--- config.mk ---
export PLATFORM = sky130hd
export DESIGN_NAME = uart_rx_frame_ctrl
export DESIGN_NICKNAME = d
export VERILOG_FILES = /design/src/rtl/uart_pkg.sv /design/src/rtl/uart_frm_buf.sv /design/src/rtl/uart_rx_frame_ctrl.sv
export SDC_FILE = /design/constraint.sdc
export NUM_CORES = 1
export LEC_CHECK = 0
export ABC_AREA = 1
export CAP_MARGIN = 30
export CORE_MARGIN = 5
export CORE_UTILIZATION = 40
export DETAILED_ROUTE_END_ITERATION = 8
export GPL_ROUTABILITY_DRIVEN = 0
export HOLD_SLACK_MARGIN = 0.03
export PLACE_DENSITY = 0.55
export SLEW_MARGIN = 15
export SYNTH_ARGS = -nofsm -noshare
export SYNTH_HDL_FRONTEND = slang
export SYNTH_SLANG_ARGS = --single-unit
--- constraint.sdc ---
create_clock -name Clk_RX -period 3.9 [get_ports Clk_RX]
set_input_delay 0.78 -clock Clk_RX [delete_from_list [all_inputs] [get_ports Clk_RX]]
set_output_delay 0.78 -clock Clk_RX [all_outputs]
set_load 0.05 [all_outputs]
--- src/rtl/uart_pkg.sv ---
// Shared definitions for the UART receive framing logic: FSM states, the
// start-of-frame marker, error cause codes and a width helper.
package uart_pkg;

  typedef enum logic [2:0] {
    ST_IDLE    = 3'd0,
    ST_GET_LEN = 3'd1,
    ST_GET_PAY = 3'd2,
    ST_GET_CHK = 3'd3,
    ST_HOLD    = 3'd4
  } state_t;

  localparam logic [7:0] SOF = 8'hA5;

  typedef enum logic [2:0] {
    ERR_NONE     = 3'd0,
    ERR_BAD_LEN  = 3'd1,
    ERR_BAD_CHK  = 3'd2,
    ERR_TIMEOUT  = 3'd3,
    ERR_LINE     = 3'd4,
    ERR_OVERRUN  = 3'd5
  } err_t;

  // Bits needed to address v distinct values; never less than 1.
  function automatic int unsigned clog2(input longint unsigned v);
    int unsigned r;
    r = 1;
    for (int unsigned i = 0; i < 64; i++) begin
      if ((64'd1 << i) < v) r = i + 1;
    end
    return r;
  endfunction

endpackage

--- src/rtl/uart_frm_buf.sv ---
// Payload register file: synchronous write, asynchronous read, no reset.
module uart_frm_buf #(
  parameter int unsigned DEPTH = 16,
  parameter int unsigned AW    = 4
) (
  input  logic          Clk_RX,
  input  logic          we,
  input  logic [AW-1:0] waddr,
  input  logic [7:0]    wdata,
  input  logic [AW-1:0] raddr,
  output logic [7:0]    rdata
);

  logic [7:0] mem [DEPTH];

  always_ff @(posedge Clk_RX) begin
    if (we) mem[waddr] <= wdata;
  end

  assign rdata = mem[raddr];

endmodule

--- src/rtl/uart_rx_frame_ctrl.sv ---
// Frame assembler: SOF / LEN / payload / XOR checksum, holds a checked frame
// for a valid/ready consumer and reports aborts and dropped bytes.
module uart_rx_frame_ctrl
  import uart_pkg::*;
#(
  parameter int unsigned CLK_FREQ     = 50_000_000,
  parameter int unsigned BAUD_RATE    = 115200,
  parameter int unsigned MAX_LEN      = 16,
  parameter int unsigned TIMEOUT_BITS = 20
) (
  input  logic       Clk_RX,
  input  logic       Reset_R,
  input  logic       Rx_Valid,
  input  logic [7:0] Rx_Data,
  input  logic       Rx_Err,
  output logic       Rx_En,
  output logic       Frm_Valid,
  input  logic       Frm_Ready,
  output logic [4:0] Frm_Len,
  input  logic [3:0] Rd_Addr,
  output logic [7:0] Rd_Data,
  output logic       Err_Pulse,
  output logic [2:0] Err_Code,
  output logic [7:0] Err_Cnt
);

  localparam longint unsigned TMO_LIMIT =
    (64'(TIMEOUT_BITS) * 64'(CLK_FREQ)) / 64'(BAUD_RATE);
  localparam int unsigned TW = clog2(TMO_LIMIT + 1);
  localparam int unsigned AW = clog2(MAX_LEN);

  state_t        state;
  logic [AW-1:0] idx;
  logic [7:0]    chk;
  logic [TW-1:0] tmo_cnt;
  logic          tmo_hit;
  logic          last_byte;
  logic          err_set;
  err_t          err_val;
  logic          buf_we;
  logic [7:0]    buf_rd;

  assign tmo_hit   = (tmo_cnt == TW'(TMO_LIMIT - 1));
  assign last_byte = (5'(idx) == (Frm_Len - 5'd1));
  assign buf_we    = (state == ST_GET_PAY) && Rx_Valid && !Rx_Err;

  // Line errors take priority over content checks; timeout only fires on an idle cycle.
  always_comb begin
    err_set = 1'b0;
    err_val = ERR_NONE;
    unique case (state)
      ST_IDLE: ;
      ST_HOLD: begin
        if (Rx_Valid) begin
          err_set = 1'b1;
          err_val = ERR_OVERRUN;
        end
      end
      default: begin
        if (Rx_Valid && Rx_Err) begin
          err_set = 1'b1;
          err_val = ERR_LINE;
        end else if (Rx_Valid) begin
          if (state == ST_GET_LEN && (Rx_Data == 8'd0 || 32'(Rx_Data) > MAX_LEN)) begin
            err_set = 1'b1;
            err_val = ERR_BAD_LEN;
          end else if (state == ST_GET_CHK && Rx_Data != chk) begin
            err_set = 1'b1;
            err_val = ERR_BAD_CHK;
          end
        end else if (tmo_hit) begin
          err_set = 1'b1;
          err_val = ERR_TIMEOUT;
        end
      end
    endcase
  end

  always_ff @(posedge Clk_RX or posedge Reset_R) begin
    if (Reset_R) begin
      state     <= ST_IDLE;
      idx       <= '0;
      chk       <= '0;
      tmo_cnt   <= '0;
      Rx_En     <= 1'b1;
      Frm_Valid <= 1'b0;
      Frm_Len   <= '0;
      Err_Pulse <= 1'b0;
      Err_Code  <= '0;
      Err_Cnt   <= '0;
    end else begin
      Err_Pulse <= err_set;
      if (err_set) begin
        Err_Code <= err_val;
        if (Err_Cnt != '1) Err_Cnt <= Err_Cnt + 8'd1;
      end

      if (state == ST_IDLE || state == ST_HOLD || Rx_Valid || err_set)
        tmo_cnt <= '0;
      else
        tmo_cnt <= tmo_cnt + TW'(1);

      unique case (state)
        ST_IDLE: begin
          if (Rx_Valid && !Rx_Err && Rx_Data == SOF) state <= ST_GET_LEN;
        end
        ST_GET_LEN: begin
          if (err_set) state <= ST_IDLE;
          else if (Rx_Valid) begin
            Frm_Len <= Rx_Data[4:0];
            idx     <= '0;
            chk     <= Rx_Data;
            state   <= ST_GET_PAY;
          end
        end
        ST_GET_PAY: begin
          if (err_set) state <= ST_IDLE;
          else if (Rx_Valid) begin
            chk <= chk ^ Rx_Data;
            if (last_byte) state <= ST_GET_CHK;
            else           idx   <= idx + AW'(1);
          end
        end
        ST_GET_CHK: begin
          if (err_set) state <= ST_IDLE;
          else if (Rx_Valid) begin
            state     <= ST_HOLD;
            Frm_Valid <= 1'b1;
            Rx_En     <= 1'b0;
          end
        end
        ST_HOLD: begin
          if (Frm_Ready) begin
            state     <= ST_IDLE;
            Frm_Valid <= 1'b0;
            Rx_En     <= 1'b1;
          end
        end
        default: state <= ST_IDLE;
      endcase
    end
  end

  uart_frm_buf #(.DEPTH(MAX_LEN), .AW(AW)) u_buf (
    .Clk_RX (Clk_RX),
    .we     (buf_we),
    .waddr  (idx),
    .wdata  (Rx_Data),
    .raddr  (Rd_Addr[AW-1:0]),
    .rdata  (buf_rd)
  );

  assign Rd_Data = ({1'b0, Rd_Addr} < Frm_Len) ? buf_rd : 8'h00;

endmodule

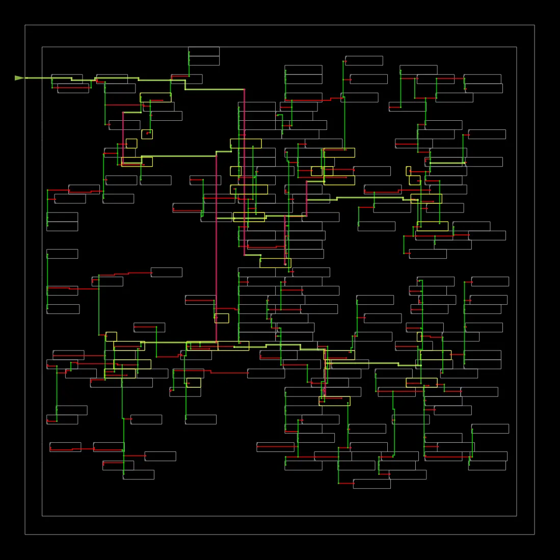
*Clock wiring as the flow saved it*
# clk buffers: 19
Flops: 176
Clock Latency Late Sink: 430 ps
clock sinks: 176

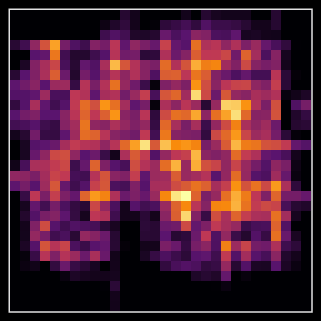
*Wiring heat map*
(2 px per um) 30 x 30 tiles, from black (low) to pale yellow (high), scaled to the fullest tile. Values are wire area over tile area, all layers added.
fullest tile: 0.51
densest ninth of the die: centre
tiles over half the peak: 18%

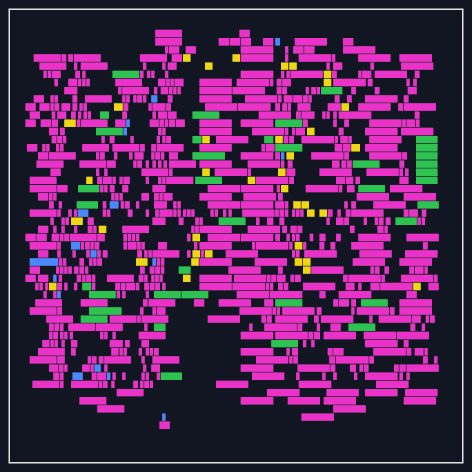
*Sizing map*
(3 px per um)
legend:
  x2:
    colour: blue
    cells: 17
  x3 and x4:
    colour: yellow
    cells: 38
  x6 and larger:
    colour: green
    cells: 37
  x1 and smaller:
    colour: magenta
    cells: 733

layout make-up:
cell class / instances / share of cell area [%]
well taps: 265 / 3.50
flip-flops and latches: 176 / 53.3
repair buffers: 76 / 8.21
clock inverters: 12 / 1.54
multi-input cells: 489 / 26.8
clock buffers: 19 / 4.57
inverters: 53 / 2.13
layer usage:
layer	GRT usage (%)	routed length (um)
met5	0	0
met3	3.52	1200
met4	5.35	254
met1	24.8	8770
met2	29.8	9490
state kept, by name, summed over array words and instances, names as in the netlist:
| name | flops |
|---|---|
| state | 3 |
| Rx_En | 1 |
| Frm_Valid | 1 |
| Err_Pulse | 1 |
| Frm_Len | 5 |
| Err_Cnt | 8 |
| tmo_cnt | 14 |
| idx | 4 |
| u_buf.mem | 128 |
| chk | 8 |
| Err_Code | 3 |
==> run_results.csv <==
group,metric,value,unit
status,status,"finished clean",
global_route,grt_overflow,0,
power,power.share.sequential,41.9,%
clock_network,cts_setup_buffers,0,
placement,place_inst,1059,
synthesis,synth.largest_area_cell,"edfxtp_1",
drt,dr.pass1.iters,5,
drt,vias_per_cell,5.26,
worst_setup_path,crit_slowest_cell,"clkdlybuf4s50_1",
synthesis,ys_area,0.00791,mm^2
worst_setup_path,critPathKind,"in -> out",
final_timing,period_used_share,95.3,%
global_route,grt_usage,18.2,%
synthesis,edf_count,128,
placement,placed_area,0.00890,mm^2
synthesis,synth_cells,747,
synthesis,syn_avg_cell_area,10.6,um^2
worst_hold_path,hold_path_startpoint,"tmo_cnt[0]",
synthesis,yosys_warnings,0,
drt,drt-total-wl,19.7,mm
finish,drive_gt1_share,11.2,%
finish,layout_top_cell,"nand2_1",
worst_setup_path,r2r_slack,1360,ps
synthesis,ff_type,"edfxtp_1",
clock_network,hold_buffers,0,
power,p_switching,1840,uW
placement,hpwl,13.7,mm
clock_network,cts_resized,0,
global_route,grt_start_max_net_pins,46,
synthesis,muxShareOfSynthArea,0.380,%
power,peakVddDrop,0.352,mV
final_timing,whs,464,ps
placement,dp_slack,190,ps
worst_setup_path,worst-path-stages,7,
final_timing,rsz0062_at_grt,"no",
worst_setup_path,crit_fanout,16,
final_timing,max_slew_margin,50.7,%
power,p_leak,0.00363,uW
worst_hold_path,min_path_cells,1,
run,cap_violations,0,
power,p_int,3620,uW
finish,nFillCells,1775,
clock_network,cts_buffers,17,
power,p_per_area,576,mW/mm^2
synthesis,logic_family,"simple AND/OR/NAND/NOR gates",
global_route,antenna_found_initial,0,
drt,initialDrtViolationCount,524,
final_timing,max_freq,269,MHz
floorplan,rows,51,
power,power.group.top,"registers",
synthesis,synthesis.area,0.00791,mm^2
floorplan,die_area,0.0227,mm^2
global_route,grt_pass1_wl,31.2,mm
drt,antenna_left,0,
worst_setup_path,reg2regPathDepth,7,
synthesis,ys_ff,176,
Power is estimated from default activity; no workload was simulated.
